===== src/rtl/regfile_wb_sched.sv =====
// Register-file write-port arbiter: pipeline writeback has priority over
// round-robin long-latency units; also keeps a scoreboard of pending writes.
module regfile_wb_sched #(
  parameter int unsigned XLEN       = 32,
  parameter int unsigned NL         = 2,
  parameter int unsigned STARVE_MAX = 4
) (
  input  logic               CLK,
  input  logic               RST_N,
  input  logic               P_VALID,
  input  logic [4:0]         P_RD,
  input  logic [XLEN-1:0]    P_WD,
  input  logic [NL-1:0]      L_VALID,
  input  logic [5*NL-1:0]    L_RD,
  input  logic [XLEN*NL-1:0] L_WD,
  output logic [NL-1:0]      L_READY,
  input  logic               ISS_VALID,
  input  logic [4:0]         ISS_RD,
  input  logic [4:0]         Q1,
  input  logic [4:0]         Q2,
  output logic               BUSY1,
  output logic               BUSY2,
  output logic               STALL_REQ,
  output logic               WE3,
  output logic [4:0]         A3,
  output logic [XLEN-1:0]    WD3
);

  localparam int unsigned RRW = (NL > 1) ? $clog2(NL) : 1;
  localparam int unsigned CW  = 4;

  logic [RRW-1:0]  rr_q, rr_d;
  logic [CW-1:0]   wait_q, wait_d;
  logic            stall_q, stall_d;
  logic [31:0]     busy_q, busy_d;

  logic            p_live;
  logic            found;
  logic            xfer;
  logic [NL-1:0]   grant;
  logic [4:0]      g_rd;
  logic [XLEN-1:0] g_wd;

  // First valid unit at or after the round-robin pointer.
  always_comb begin : arb
    grant = '0;
    found = 1'b0;
    for (int k = 0; k < int'(NL); k++) begin
      for (int i = 0; i < int'(NL); i++) begin
        if (!found && L_VALID[i] && (((32'(rr_q) + 32'(k)) % NL) == 32'(i))) begin
          grant[i] = 1'b1;
          found    = 1'b1;
        end
      end
    end
  end

  always_comb begin : sel
    g_rd = '0;
    g_wd = '0;
    for (int i = 0; i < int'(NL); i++) begin
      if (grant[i]) begin
        g_rd = L_RD[5*i +: 5];
        g_wd = L_WD[XLEN*i +: XLEN];
      end
    end
  end

  assign p_live = P_VALID && (P_RD != 5'd0);
  // A rd=0 grant still consumes the transfer; it just does not write.
  assign xfer   = RST_N && !p_live && found;

  always_comb begin : wport
    L_READY = '0;
    WE3     = 1'b0;
    A3      = '0;
    WD3     = '0;
    if (RST_N) begin
      if (p_live) begin
        WE3 = 1'b1;
        A3  = P_RD;
        WD3 = P_WD;
      end else if (xfer) begin
        L_READY = grant;
        WE3     = (g_rd != 5'd0);
        A3      = g_rd;
        WD3     = g_wd;
      end
    end
  end

  always_comb begin : nxt
    rr_d = rr_q;
    for (int i = 0; i < int'(NL); i++) begin
      if (xfer && grant[i]) rr_d = RRW'((i + 1) % int'(NL));
    end

    if (xfer || !(|L_VALID)) begin
      wait_d = '0;
    end else if (wait_q != '1) begin
      wait_d = wait_q + CW'(1);
    end else begin
      wait_d = wait_q;
    end
    stall_d = (32'(wait_d) >= STARVE_MAX);

    // Issue is applied after the clear so a same-register issue wins.
    busy_d = busy_q;
    if (xfer && (g_rd != 5'd0)) busy_d[g_rd] = 1'b0;
    if (ISS_VALID && (ISS_RD != 5'd0)) busy_d[ISS_RD] = 1'b1;
    busy_d[0] = 1'b0;
  end

  always_ff @(posedge CLK or negedge RST_N) begin
    if (!RST_N) begin
      rr_q    <= '0;
      wait_q  <= '0;
      stall_q <= 1'b0;
      busy_q  <= '0;
    end else begin
      rr_q    <= rr_d;
      wait_q  <= wait_d;
      stall_q <= stall_d;
      busy_q  <= busy_d;
    end
  end

  assign STALL_REQ = stall_q;
  assign BUSY1     = busy_q[Q1];
  assign BUSY2     = busy_q[Q2];

endmodule


===== config.mk =====
export PLATFORM = sky130hd
export DESIGN_NAME = regfile_wb_sched
export DESIGN_NICKNAME = d
export VERILOG_FILES = /design/src/rtl/regfile_wb_sched.sv
export SDC_FILE = /design/constraint.sdc
export NUM_CORES = 1
export LEC_CHECK = 0
export CELL_PAD_IN_SITES_DETAIL_PLACEMENT = 0
export CELL_PAD_IN_SITES_GLOBAL_PLACEMENT = 1
export CORE_MARGIN = 2
export CORE_UTILIZATION = 27
export CTS_CLUSTER_SIZE = 8
export DETAILED_ROUTE_END_ITERATION = 10
export GPL_TIMING_DRIVEN = 0
export PLACE_DENSITY = 0.81
export SYNTH_ARGS = -nofsm -noshare
export SYNTH_HDL_FRONTEND = slang
export SYNTH_SLANG_ARGS = --single-unit

===== constraint.sdc =====
create_clock -name CLK -period 2.3 [get_ports CLK]
set_clock_uncertainty 0.2 [all_clocks]
set_input_delay 0.345 -clock CLK [delete_from_list [all_inputs] [get_ports CLK]]
set_output_delay 0.345 -clock CLK [all_outputs]
set_load 0.05 [all_outputs]

### The clock network

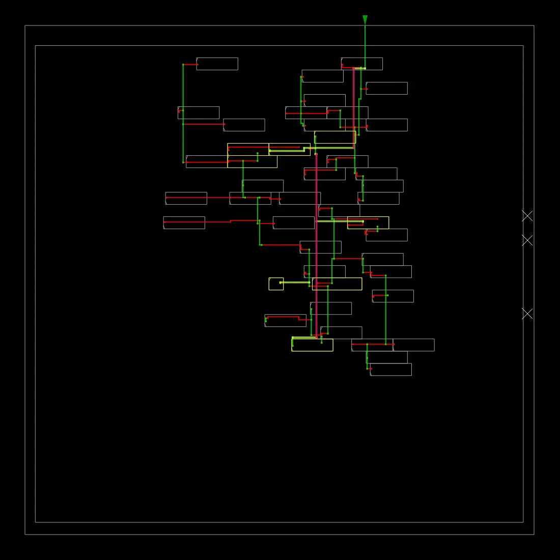
clk_buf instances: 5
Clk. pwr: 0.909 mW
Flops: 37
Late-Pin Clk Latency: 0.28 ns

### Signal wires by layer

Only two layers are drawn.
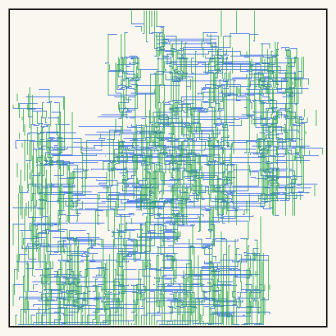
[green] metal 2 | wire length: 7900 um
[blue] metal 1 | wire length: 6040 um

power breakdown:
group | internal [mW] | switching [mW]
Sequential | 0.828 | 0.183
Combinational | 0.893 | 0.900
Clock | 0.625 | 0.284
sequential cells by signal (all words and copies together) (netlist names):
register / flops
rr_q: 1
wait_q: 4
STALL_REQ: 1
busy_q: 31
routing by layer:
layer / global-route usage / vias up
li1: - / 2010
met1: 0.2819 / 2071
met2: 0.4144 / 193
met3: 0.05142 / 25
met4: 0.05610 / 0
met5: 0 / -
logic make-up (layout without fill, tap and decap cells):
| kind of cell | Yosys count | count (layout) | synth area share |
|---|---|---|---|
| mux | 21 | 21 | 0.07376 |
| buf+inv | 66 | 288 | 0.08657 |
| simple gates | 121 | 121 | 0.2030 |
| xor+xnor | 1 | 1 | 0.002718 |
| flops | 37 | 37 | 0.2873 |
| compound gates | 164 | 164 | 0.3428 |
| fa+ha+maj | 1 | 1 | 0.003881 |
per-stage QoR:
stage          total power [mW]  hold WS (ns)  cell area (um2)
2_1_floorplan             1.767       -0.1506             3400
3_3_place_gp              2.303        0.3150             5270
3_5_place_dp              2.338        0.2878             5265
4_1_cts                   3.607        0.3355             6659
5_1_grt                   3.887        0.3695             6875
6_report                  3.713        0.3309             6875
worst max-delay path: cells and delay by family:
family,cells,cell delay (ns)
buffers and inverters,5,0.68
AND/OR/NAND/NOR,1,0.40
AND-OR/OR-AND,3,0.53
worst paths after layout:
kind,to,depth (start not counted),slack [ns],from
worst max-delay path,WD3[23],9,-0.21,P_RD[3]
worst min-delay path,busy_q[17],2,0.33,busy_q[17]
worst max register to register,busy_q[20],8,0.10,rr_q
worst min register to register,busy_q[17],2,0.33,busy_q[17]
max in group asynchronous,STALL_REQ,2,0.71,RST_N
min in group asynchronous,busy_q[3],3,0.39,RST_N
==> impl_metrics.toml <==
# physical design summary
[outcome]
failed_checks = "design-rule violations, negative setup slack"
outcome = "complete, but fails checks"

[final_layout]
comb_share = 0.3942
seq_area_um2 = 925.9
fin_nets = 765
diodes = 0
final_layout_size_suffix_gt1_frac = 0.4044
final_util = 0.5970
seq_share = 0.1347

[synth]
synth_cells = 411
synth_top_cell_by_count = "o21ai_0"
ys_warn_count = 0

[power_and_ir_drop]
vdd_drop_max_uv = 398.2

[final_timing]
fin_ws_ns = -0.2061
timing_worst_slew_pin_value_ns = 0.8831
setup-violations-final = 41
finalHoldViolations = 0
fin_setup_tns_ns = -5.787

[floorplan]
core_mm2 = 0.01152
num_rows = 39

[clock_network]
post_cts_buffers = 29
clk_pin_slew_worst_paths_ns = 0.06

[detailed_routing]
route.detailed.drc = 3
ant_nets = 0
met2WireLength_um = 7904

[grt]
grt_first_pass_wirelength_um = 23740

[setup_path]
end_kind = "output port"
slowest_delay_ns = 0.40
startpoint_type = "primary input"
crit_fanout = 6
Power is estimated from default activity; no workload was simulated.
